**M2 wires**

Scale bar: 50 um. Cells faint in the background.
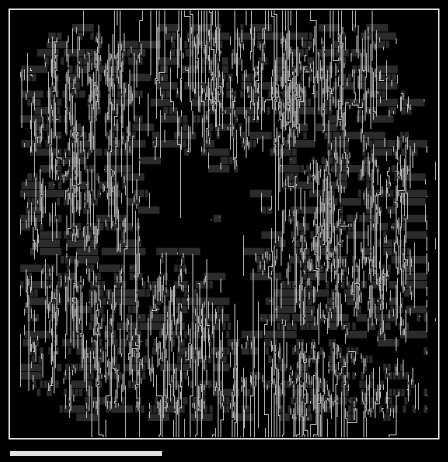
**Metal 3**

Scale bar: 50 um.
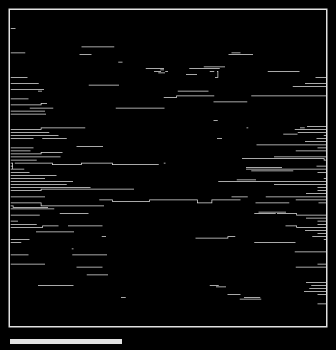
**M1 wires**

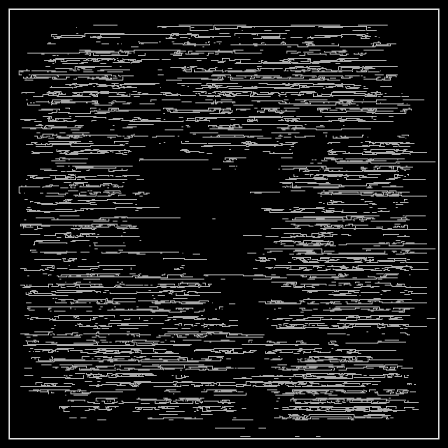
**Track usage over the die**

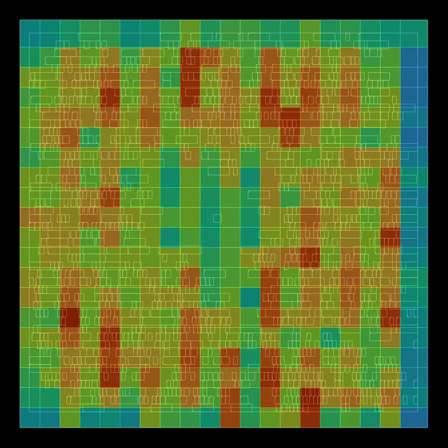
**Signal wires on met4**

Cells faint in the background.
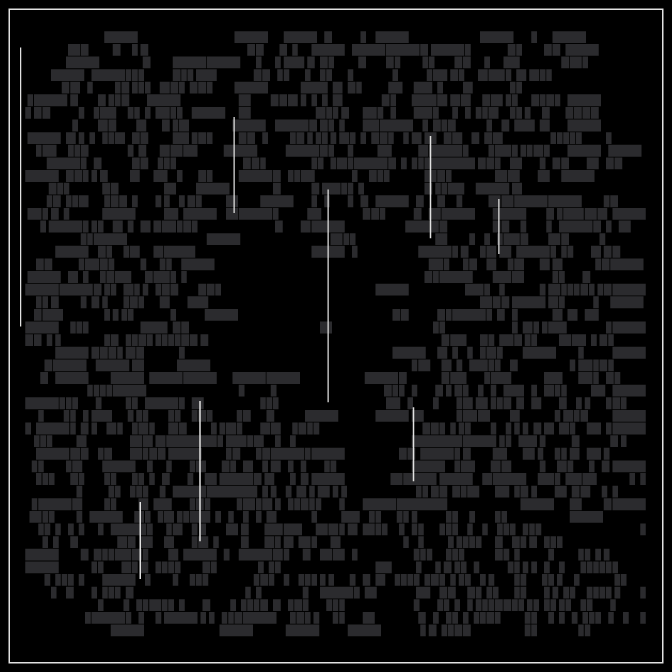
$ cat src/rtl/pipeline_hazard_unit_if.sv
// Hazard-unit bundle: the pipeline-side status the unit watches and the
// enables, flushes, forwarding selects and counters it produces.
// The pipeline drives through `master`; the hazard unit uses `slave`.
interface pipeline_hazard_unit_if #(
  parameter int REG_AW  = 5,
  parameter int COUNT_W = 32
);
  logic [REG_AW-1:0]  id_rs, id_rt;
  logic               id_rs_used, id_rt_used;
  logic [REG_AW-1:0]  ex_rs, ex_rt;
  logic               ex_rs_used, ex_rt_used;
  logic [REG_AW-1:0]  ex_wreg;
  logic               ex_regwrite, ex_memtoreg;
  logic [REG_AW-1:0]  mem_wreg, wb_wreg;
  logic               mem_regwrite, wb_regwrite;
  logic               mem_access;
  logic               branch_taken, jump;
  logic               wb_valid;

  logic               pc_en, if_id_en, id_ex_en, ex_mem_en, mem_wb_en;
  logic               if_id_flush, id_ex_flush;
  logic [1:0]         fwd_a, fwd_b;
  logic               fwd_id_a, fwd_id_b;
  logic [COUNT_W-1:0] count_all, count_branch, count_jmp, count_stall;

  modport master (
    output id_rs, id_rt, id_rs_used, id_rt_used,
           ex_rs, ex_rt, ex_rs_used, ex_rt_used,
           ex_wreg, ex_regwrite, ex_memtoreg,
           mem_wreg, wb_wreg, mem_regwrite, wb_regwrite,
           mem_access, branch_taken, jump, wb_valid,
    input  pc_en, if_id_en, id_ex_en, ex_mem_en, mem_wb_en,
           if_id_flush, id_ex_flush, fwd_a, fwd_b, fwd_id_a, fwd_id_b,
           count_all, count_branch, count_jmp, count_stall
  );

  modport slave (
    input  id_rs, id_rt, id_rs_used, id_rt_used,
           ex_rs, ex_rt, ex_rs_used, ex_rt_used,
           ex_wreg, ex_regwrite, ex_memtoreg,
           mem_wreg, wb_wreg, mem_regwrite, wb_regwrite,
           mem_access, branch_taken, jump, wb_valid,
    output pc_en, if_id_en, id_ex_en, ex_mem_en, mem_wb_en,
           if_id_flush, id_ex_flush, fwd_a, fwd_b, fwd_id_a, fwd_id_b,
           count_all, count_branch, count_jmp, count_stall
  );
endinterface

$ cat src/rtl/pipeline_hazard_unit.sv
// Hazard, forwarding and performance-count controller for the 5-stage
// MIPS pipeline. Generates stage enables/flushes, EX and ID forwarding
// selects, a multi-cycle memory freeze (MEM_LAT > 1) and four saturating
// counters. clr is a synchronous active-low reset.
// Optional feature macro: HAZARD_FWD_EN. Defined = operand forwarding with
// load-use stalls only; undefined = no forwarding, full RAW interlock.
module pipeline_hazard_unit #(
  parameter int REG_AW  = 5,
  parameter int COUNT_W = 32,
  parameter int MEM_LAT = 1
) (
  input logic                   clk,
  input logic                   clr,
  pipeline_hazard_unit_if.slave hz
);

  typedef enum logic {S_IDLE, S_WAIT} state_t;

  // A producer hazards a source when it writes a non-zero register that
  // the consumer actually reads.
  function automatic logic match(input logic [REG_AW-1:0] src,
                                 input logic              used,
                                 input logic [REG_AW-1:0] dst,
                                 input logic              we);
    return we && used && (dst != '0) && (dst == src);
  endfunction

  function automatic logic [COUNT_W-1:0] sat_inc(input logic [COUNT_W-1:0] v,
                                                 input logic               en);
    return (en && (v != '1)) ? v + COUNT_W'(1) : v;
  endfunction

  logic hold;
  logic redirect;
  logic raw_stall;
  logic stall_eff;

  logic id_dep_ex, id_dep_mem, id_dep_wb;

  assign redirect = hz.branch_taken || hz.jump;

  assign id_dep_ex  = match(hz.id_rs, hz.id_rs_used, hz.ex_wreg, hz.ex_regwrite) ||
                      match(hz.id_rt, hz.id_rt_used, hz.ex_wreg, hz.ex_regwrite);
  assign id_dep_mem = match(hz.id_rs, hz.id_rs_used, hz.mem_wreg, hz.mem_regwrite) ||
                      match(hz.id_rt, hz.id_rt_used, hz.mem_wreg, hz.mem_regwrite);
  assign id_dep_wb  = match(hz.id_rs, hz.id_rs_used, hz.wb_wreg, hz.wb_regwrite) ||
                      match(hz.id_rt, hz.id_rt_used, hz.wb_wreg, hz.wb_regwrite);

`ifdef HAZARD_FWD_EN
  // Only a load in EX cannot be forwarded in time; everything else is bypassed.
  assign raw_stall = hz.ex_memtoreg && id_dep_ex;
`else
  // Without bypassing the consumer waits until the producer has left WB.
  assign raw_stall = id_dep_ex || id_dep_mem || id_dep_wb;

  logic unused_fwd_inputs;
  assign unused_fwd_inputs = ^{hz.ex_rs, hz.ex_rt, hz.ex_rs_used, hz.ex_rt_used,
                               hz.ex_memtoreg};
`endif

  generate
    if (MEM_LAT > 1) begin : g_freeze
      state_t     state;
      logic [3:0] cnt;

      // An access holds the pipe from its first MEM cycle until cnt runs out.
      always_comb hold = ((state == S_IDLE) && hz.mem_access) ||
                         ((state == S_WAIT) && (cnt != 4'd0));

      // Freeze FSM: arm the down-counter on a new access, release at zero.
      // NOTE: sequential state uses non-blocking assignments so every
      // register samples pre-edge values regardless of statement order.
      always_ff @(posedge clk) begin
        if (!clr) begin
          state <= S_IDLE;
          cnt   <= 4'd0;
        end else begin
          case (state)
            S_IDLE: if (hz.mem_access) begin
              state <= S_WAIT;
              cnt   <= 4'(MEM_LAT - 2);
            end
            S_WAIT: if (cnt != 4'd0) cnt   <= cnt - 4'd1;
                    else             state <= S_IDLE;
            default: state <= S_IDLE;
          endcase
        end
      end
    end else begin : g_no_freeze
      logic unused_mem_access;
      assign unused_mem_access = hz.mem_access;
      assign hold = 1'b0;
    end
  endgenerate

  // Enable/flush priority: reset > hold > redirect > RAW stall > run.
  // NOTE: every output gets a default first so no path leaves a latch.
  always_comb begin
    hz.pc_en       = 1'b1;
    hz.if_id_en    = 1'b1;
    hz.id_ex_en    = 1'b1;
    hz.ex_mem_en   = 1'b1;
    hz.mem_wb_en   = 1'b1;
    hz.if_id_flush = 1'b0;
    hz.id_ex_flush = 1'b0;
    stall_eff      = 1'b0;
    if (!clr) begin
      hz.pc_en       = 1'b0;
      hz.if_id_en    = 1'b0;
      hz.id_ex_en    = 1'b0;
      hz.ex_mem_en   = 1'b0;
      hz.mem_wb_en   = 1'b0;
      hz.if_id_flush = 1'b1;
      hz.id_ex_flush = 1'b1;
    end else if (hold) begin
      hz.pc_en     = 1'b0;
      hz.if_id_en  = 1'b0;
      hz.id_ex_en  = 1'b0;
      hz.ex_mem_en = 1'b0;
      hz.mem_wb_en = 1'b0;
    end else if (redirect) begin
      // The ID instruction is squashed, so any pending stall is moot.
      hz.if_id_flush = 1'b1;
      hz.id_ex_flush = 1'b1;
    end else if (raw_stall) begin
      hz.pc_en       = 1'b0;
      hz.if_id_en    = 1'b0;
      hz.id_ex_flush = 1'b1;
      stall_eff      = 1'b1;
    end
  end

  // Forwarding selects: the younger MEM producer wins over WB.
  always_comb begin
    hz.fwd_a    = 2'b00;
    hz.fwd_b    = 2'b00;
    hz.fwd_id_a = 1'b0;
    hz.fwd_id_b = 1'b0;
`ifdef HAZARD_FWD_EN
    if (clr) begin
      if (match(hz.ex_rs, hz.ex_rs_used, hz.mem_wreg, hz.mem_regwrite))
        hz.fwd_a = 2'b01;
      else if (match(hz.ex_rs, hz.ex_rs_used, hz.wb_wreg, hz.wb_regwrite))
        hz.fwd_a = 2'b10;
      if (match(hz.ex_rt, hz.ex_rt_used, hz.mem_wreg, hz.mem_regwrite))
        hz.fwd_b = 2'b01;
      else if (match(hz.ex_rt, hz.ex_rt_used, hz.wb_wreg, hz.wb_regwrite))
        hz.fwd_b = 2'b10;
      hz.fwd_id_a = match(hz.id_rs, hz.id_rs_used, hz.wb_wreg, hz.wb_regwrite);
      hz.fwd_id_b = match(hz.id_rt, hz.id_rt_used, hz.wb_wreg, hz.wb_regwrite);
    end
`endif
  end

  logic [COUNT_W-1:0] cnt_all, cnt_branch, cnt_jmp, cnt_stall;

  // Saturating performance counters; events during a freeze are not counted
  // because the frozen instruction is re-evaluated on the release cycle.
  always_ff @(posedge clk) begin
    if (!clr) begin
      cnt_all    <= '0;
      cnt_branch <= '0;
      cnt_jmp    <= '0;
      cnt_stall  <= '0;
    end else begin
      cnt_all    <= sat_inc(cnt_all,    hz.wb_valid     && !hold);
      cnt_branch <= sat_inc(cnt_branch, hz.branch_taken && !hold);
      cnt_jmp    <= sat_inc(cnt_jmp,    hz.jump         && !hold);
      cnt_stall  <= sat_inc(cnt_stall,  hold || stall_eff);
    end
  end

  assign hz.count_all    = cnt_all;
  assign hz.count_branch = cnt_branch;
  assign hz.count_jmp    = cnt_jmp;
  assign hz.count_stall  = cnt_stall;

endmodule

$ cat src/flat_wrapper.sv
// flat-port wrapper written by rule: the top's interface ports become plain ports
module pipeline_hazard_unit_flat 
#(
  parameter int REG_AW  = 5,
  parameter int COUNT_W = 32,
  parameter int MEM_LAT = 1
)
  (clk, clr, hz_id_rs, hz_id_rt, hz_id_rs_used, hz_id_rt_used, hz_ex_rs, hz_ex_rt, hz_ex_rs_used, hz_ex_rt_used, hz_ex_wreg, hz_ex_regwrite, hz_ex_memtoreg, hz_mem_wreg, hz_wb_wreg, hz_mem_regwrite, hz_wb_regwrite, hz_mem_access, hz_branch_taken, hz_jump, hz_wb_valid, hz_pc_en, hz_if_id_en, hz_id_ex_en, hz_ex_mem_en, hz_mem_wb_en, hz_if_id_flush, hz_id_ex_flush, hz_fwd_a, hz_fwd_b, hz_fwd_id_a, hz_fwd_id_b, hz_count_all, hz_count_branch, hz_count_jmp, hz_count_stall);
  pipeline_hazard_unit_if #(.REG_AW(REG_AW), .COUNT_W(COUNT_W)) hz_i ();
  input logic clk;
  input logic clr;
  input wire logic [$bits(hz_i.id_rs)-1:0] hz_id_rs;
  input wire logic [$bits(hz_i.id_rt)-1:0] hz_id_rt;
  input wire logic [$bits(hz_i.id_rs_used)-1:0] hz_id_rs_used;
  input wire logic [$bits(hz_i.id_rt_used)-1:0] hz_id_rt_used;
  input wire logic [$bits(hz_i.ex_rs)-1:0] hz_ex_rs;
  input wire logic [$bits(hz_i.ex_rt)-1:0] hz_ex_rt;
  input wire logic [$bits(hz_i.ex_rs_used)-1:0] hz_ex_rs_used;
  input wire logic [$bits(hz_i.ex_rt_used)-1:0] hz_ex_rt_used;
  input wire logic [$bits(hz_i.ex_wreg)-1:0] hz_ex_wreg;
  input wire logic [$bits(hz_i.ex_regwrite)-1:0] hz_ex_regwrite;
  input wire logic [$bits(hz_i.ex_memtoreg)-1:0] hz_ex_memtoreg;
  input wire logic [$bits(hz_i.mem_wreg)-1:0] hz_mem_wreg;
  input wire logic [$bits(hz_i.wb_wreg)-1:0] hz_wb_wreg;
  input wire logic [$bits(hz_i.mem_regwrite)-1:0] hz_mem_regwrite;
  input wire logic [$bits(hz_i.wb_regwrite)-1:0] hz_wb_regwrite;
  input wire logic [$bits(hz_i.mem_access)-1:0] hz_mem_access;
  input wire logic [$bits(hz_i.branch_taken)-1:0] hz_branch_taken;
  input wire logic [$bits(hz_i.jump)-1:0] hz_jump;
  input wire logic [$bits(hz_i.wb_valid)-1:0] hz_wb_valid;
  output wire logic [$bits(hz_i.pc_en)-1:0] hz_pc_en;
  output wire logic [$bits(hz_i.if_id_en)-1:0] hz_if_id_en;
  output wire logic [$bits(hz_i.id_ex_en)-1:0] hz_id_ex_en;
  output wire logic [$bits(hz_i.ex_mem_en)-1:0] hz_ex_mem_en;
  output wire logic [$bits(hz_i.mem_wb_en)-1:0] hz_mem_wb_en;
  output wire logic [$bits(hz_i.if_id_flush)-1:0] hz_if_id_flush;
  output wire logic [$bits(hz_i.id_ex_flush)-1:0] hz_id_ex_flush;
  output wire logic [$bits(hz_i.fwd_a)-1:0] hz_fwd_a;
  output wire logic [$bits(hz_i.fwd_b)-1:0] hz_fwd_b;
  output wire logic [$bits(hz_i.fwd_id_a)-1:0] hz_fwd_id_a;
  output wire logic [$bits(hz_i.fwd_id_b)-1:0] hz_fwd_id_b;
  output wire logic [$bits(hz_i.count_all)-1:0] hz_count_all;
  output wire logic [$bits(hz_i.count_branch)-1:0] hz_count_branch;
  output wire logic [$bits(hz_i.count_jmp)-1:0] hz_count_jmp;
  output wire logic [$bits(hz_i.count_stall)-1:0] hz_count_stall;
  assign hz_i.id_rs = hz_id_rs;
  assign hz_i.id_rt = hz_id_rt;
  assign hz_i.id_rs_used = hz_id_rs_used;
  assign hz_i.id_rt_used = hz_id_rt_used;
  assign hz_i.ex_rs = hz_ex_rs;
  assign hz_i.ex_rt = hz_ex_rt;
  assign hz_i.ex_rs_used = hz_ex_rs_used;
  assign hz_i.ex_rt_used = hz_ex_rt_used;
  assign hz_i.ex_wreg = hz_ex_wreg;
  assign hz_i.ex_regwrite = hz_ex_regwrite;
  assign hz_i.ex_memtoreg = hz_ex_memtoreg;
  assign hz_i.mem_wreg = hz_mem_wreg;
  assign hz_i.wb_wreg = hz_wb_wreg;
  assign hz_i.mem_regwrite = hz_mem_regwrite;
  assign hz_i.wb_regwrite = hz_wb_regwrite;
  assign hz_i.mem_access = hz_mem_access;
  assign hz_i.branch_taken = hz_branch_taken;
  assign hz_i.jump = hz_jump;
  assign hz_i.wb_valid = hz_wb_valid;
  assign hz_pc_en = hz_i.pc_en;
  assign hz_if_id_en = hz_i.if_id_en;
  assign hz_id_ex_en = hz_i.id_ex_en;
  assign hz_ex_mem_en = hz_i.ex_mem_en;
  assign hz_mem_wb_en = hz_i.mem_wb_en;
  assign hz_if_id_flush = hz_i.if_id_flush;
  assign hz_id_ex_flush = hz_i.id_ex_flush;
  assign hz_fwd_a = hz_i.fwd_a;
  assign hz_fwd_b = hz_i.fwd_b;
  assign hz_fwd_id_a = hz_i.fwd_id_a;
  assign hz_fwd_id_b = hz_i.fwd_id_b;
  assign hz_count_all = hz_i.count_all;
  assign hz_count_branch = hz_i.count_branch;
  assign hz_count_jmp = hz_i.count_jmp;
  assign hz_count_stall = hz_i.count_stall;
  pipeline_hazard_unit #(.REG_AW(REG_AW), .COUNT_W(COUNT_W), .MEM_LAT(MEM_LAT)) u_core (.clk(clk), .clr(clr), .hz(hz_i));
endmodule
$ cat config.mk
export PLATFORM = sky130hd
export DESIGN_NAME = pipeline_hazard_unit_flat
export DESIGN_NICKNAME = d
export VERILOG_FILES = /design/src/rtl/pipeline_hazard_unit_if.sv /design/src/rtl/pipeline_hazard_unit.sv /design/src/flat_wrapper.sv
export SDC_FILE = /design/constraint.sdc
export NUM_CORES = 1
export LEC_CHECK = 0
export ABC_AREA = 1
export CAP_MARGIN = 20
export CORE_MARGIN = 3
export CORE_UTILIZATION = 45
export CTS_BUF_LIST = sky130_fd_sc_hd__clkbuf_4
export DETAILED_ROUTE_END_ITERATION = 10
export DONT_BUFFER_PORTS = 1
export PLACE_DENSITY_LB_ADDON = 0.12
export SYNTH_ARGS = -nofsm -noshare
export SYNTH_HDL_FRONTEND = slang
export SYNTH_SLANG_ARGS = --single-unit
$ cat constraint.sdc
create_clock -name clk -period 2.68 [get_ports clk]
set_clock_uncertainty 0.1 [all_clocks]
set_input_delay 0.67 -clock clk [delete_from_list [all_inputs] [get_ports clk]]
set_output_delay 0.67 -clock clk [all_outputs]
set_load 0.01 [all_outputs]
==> flow_summary.json <==
{
  "crit_chain": "inv_1 > nand2_1 > o21ai_0 > nor2_1 > nand3_1 > nand2_1 > nand2_1 > nand3_2 > a21oi_1 > buf_4",
  "relSlewSlack_pct": 52.2,
  "ys_seq_elements": 128,
  "seq_share_pct": 29.5,
  "syn2layout_area_growth_pct": 6.58,
  "required_ps": 1910,
  "ys_cells": 1281,
  "drv_slew": 0,
  "clk_latency_ps": 550,
  "critPathCapture": "hz_if_id_en",
  "rsz0062_at_grt": "false",
  "dp_hpwl_um": 16500,
  "whs_ps": 142,
  "r2r-start": "u_core.hz.count_branch[0]",
  "layout_setup_ws_ps": 246,
  "warning_count": 41,
  "lay_top_cells": "nand2_1, inv_1, nor2_1, dfxtp_1, a21oi_1",
  "regArea_um2": 2560,
  "ys_sh_adder_pct": 0.615,
  "place.gp.congestion": 0.911,
  "portBuffers": 0,
  "finalSetupViolCount": 0,
  "buffer_area_share_pct": 1.73,
  "design_area_um2": 8680,
  "p_leak_uw": 0.00337,
  "layout_top_cell": "nand2_1",
  "n_all_buffers": 19,
  "irDropWorstVdd_mv": 0.252,
  "crit_type": "in2out",
  "timing.final.crit_share_pct": 90.8,
  "synthesis.area_um2": 8140,
  "dp.cells": 1491,
  "tns_ps": 0,
  "io_pins": 190,
  "first_pass_iters": 5,
  "die-area_um2": 19700,
  "p_seq_share_pct": 51.7,
  "drc": 0,
  "p_comb_uw": 205,
  "avgSynthCellArea_um2": 6.35,
  "pg_seq_uw": 1920,
  "ys.warnings.count": 0,
  "seq_cell_count": 128,
  "path_max_fanout": 5,
  "ys_sh_xor_pct": 2.80,
  "timing.rr.end": "u_core.hz.count_branch[16]",
  "placementRows": 48,
  "top_cells_by_count": "nand2_1, inv_1, nor2_1, dfxtp_1, a21oi_1",
  "drv_cap": 0,
  "mux_share_pct": 0,
  "postCtsSetupBuffers": 0,
  "synth_seq_share_pct": 31.5,
  "top_layer_used": "met4",
  "status": "finished, final reports clean",
  "clkbuf_count": 20,
  "top_area_cell": "dfxtp_1",
  "comb_power_share_pct": 5.5,
  "clkPwrFrac_pct": 42.8,
  "grt_pass1_vias": 7292,
  "numCtsBuffers": 17,
  "vias_per_cell": 5.13,
  "ys_area_um2": 8140,
  "path_clk_slew_ps": 110,
  "cts-htree-levels": 4,
  "fin_crit_ps": 2430,
  "max_stage_delay_ps": 170,
  "cts-root-buf": "clkbuf_4",
  "dr_wl_met2_um": 9900,
  "cp_top_family": "simple AND/OR/NAND/NOR gates",
  "startpoint_type": "input pin",
  "crit_slowest_cell": "buf_4",
  "place_ws_ps": 160,
  "top_cell": "nand2_1",
  "crit_cells": 10,
  "clk_path_buf_depth": 2,
  "core-area_um2": 17500,
  "edf_count": 0,
  "comb_cells": 946
}
About 'M2 wires':
main direction: vertical
longest straight run: 46.5 um
share of all routed wire: 45%
wire length on this layer: 9900 um
vias: 7830
grt met2 use: 35.3%
DRT Wirelength: 22100 um

About 'metal 3':
longest straight run: 47.6 um
wire length on this layer: 1770 um
met3 GRT Util: 7.65%

About 'M1 wires':
wire length on this layer: 10200 um
nets with wire on the layer: 1266
main direction: horizontal
longest straight run: 30.8 um
share of all routed wire: 46%
global routing usage on met1: 29.8%

About 'track usage over the die':
Total GRT Usage: 22.4%
final core utilization: 49.6%
GR peak layer: met2
wire per inst: 14.5 um

About 'signal wires on met4':
nets with wire on the layer: 3
share of all routed wire: 1.0%

==> worst min path at each step <==
stage | end | slack [ps] | cells past startpoint
final | u_core.hz.count_branch[23] | 140 | 2
after global routing | u_core.hz.count_all[19] | 50 | 2
after CTS | u_core.hz.count_all[27] | 70 | 2
after detailed placement | u_core.hz.count_branch[31] | 430 | 2
after global placement | u_core.hz.count_all[0] | 430 | 1
after floorplan | u_core.hz.count_jmp[11] | 400 | 1
==> repair_timing <==
action	4_1_cts	5_1_grt
endpoints found under the hold margin	0	0
gates resized	0	1
endpoints found under the setup margin	0	6
==> sequential cells by signal, indices dropped and copies added, names as in the netlist <==
signal and cells:
u_core.hz.count_all 32, u_core.hz.count_stall 32, u_core.hz.count_branch 32, u_core.hz.count_jmp 32
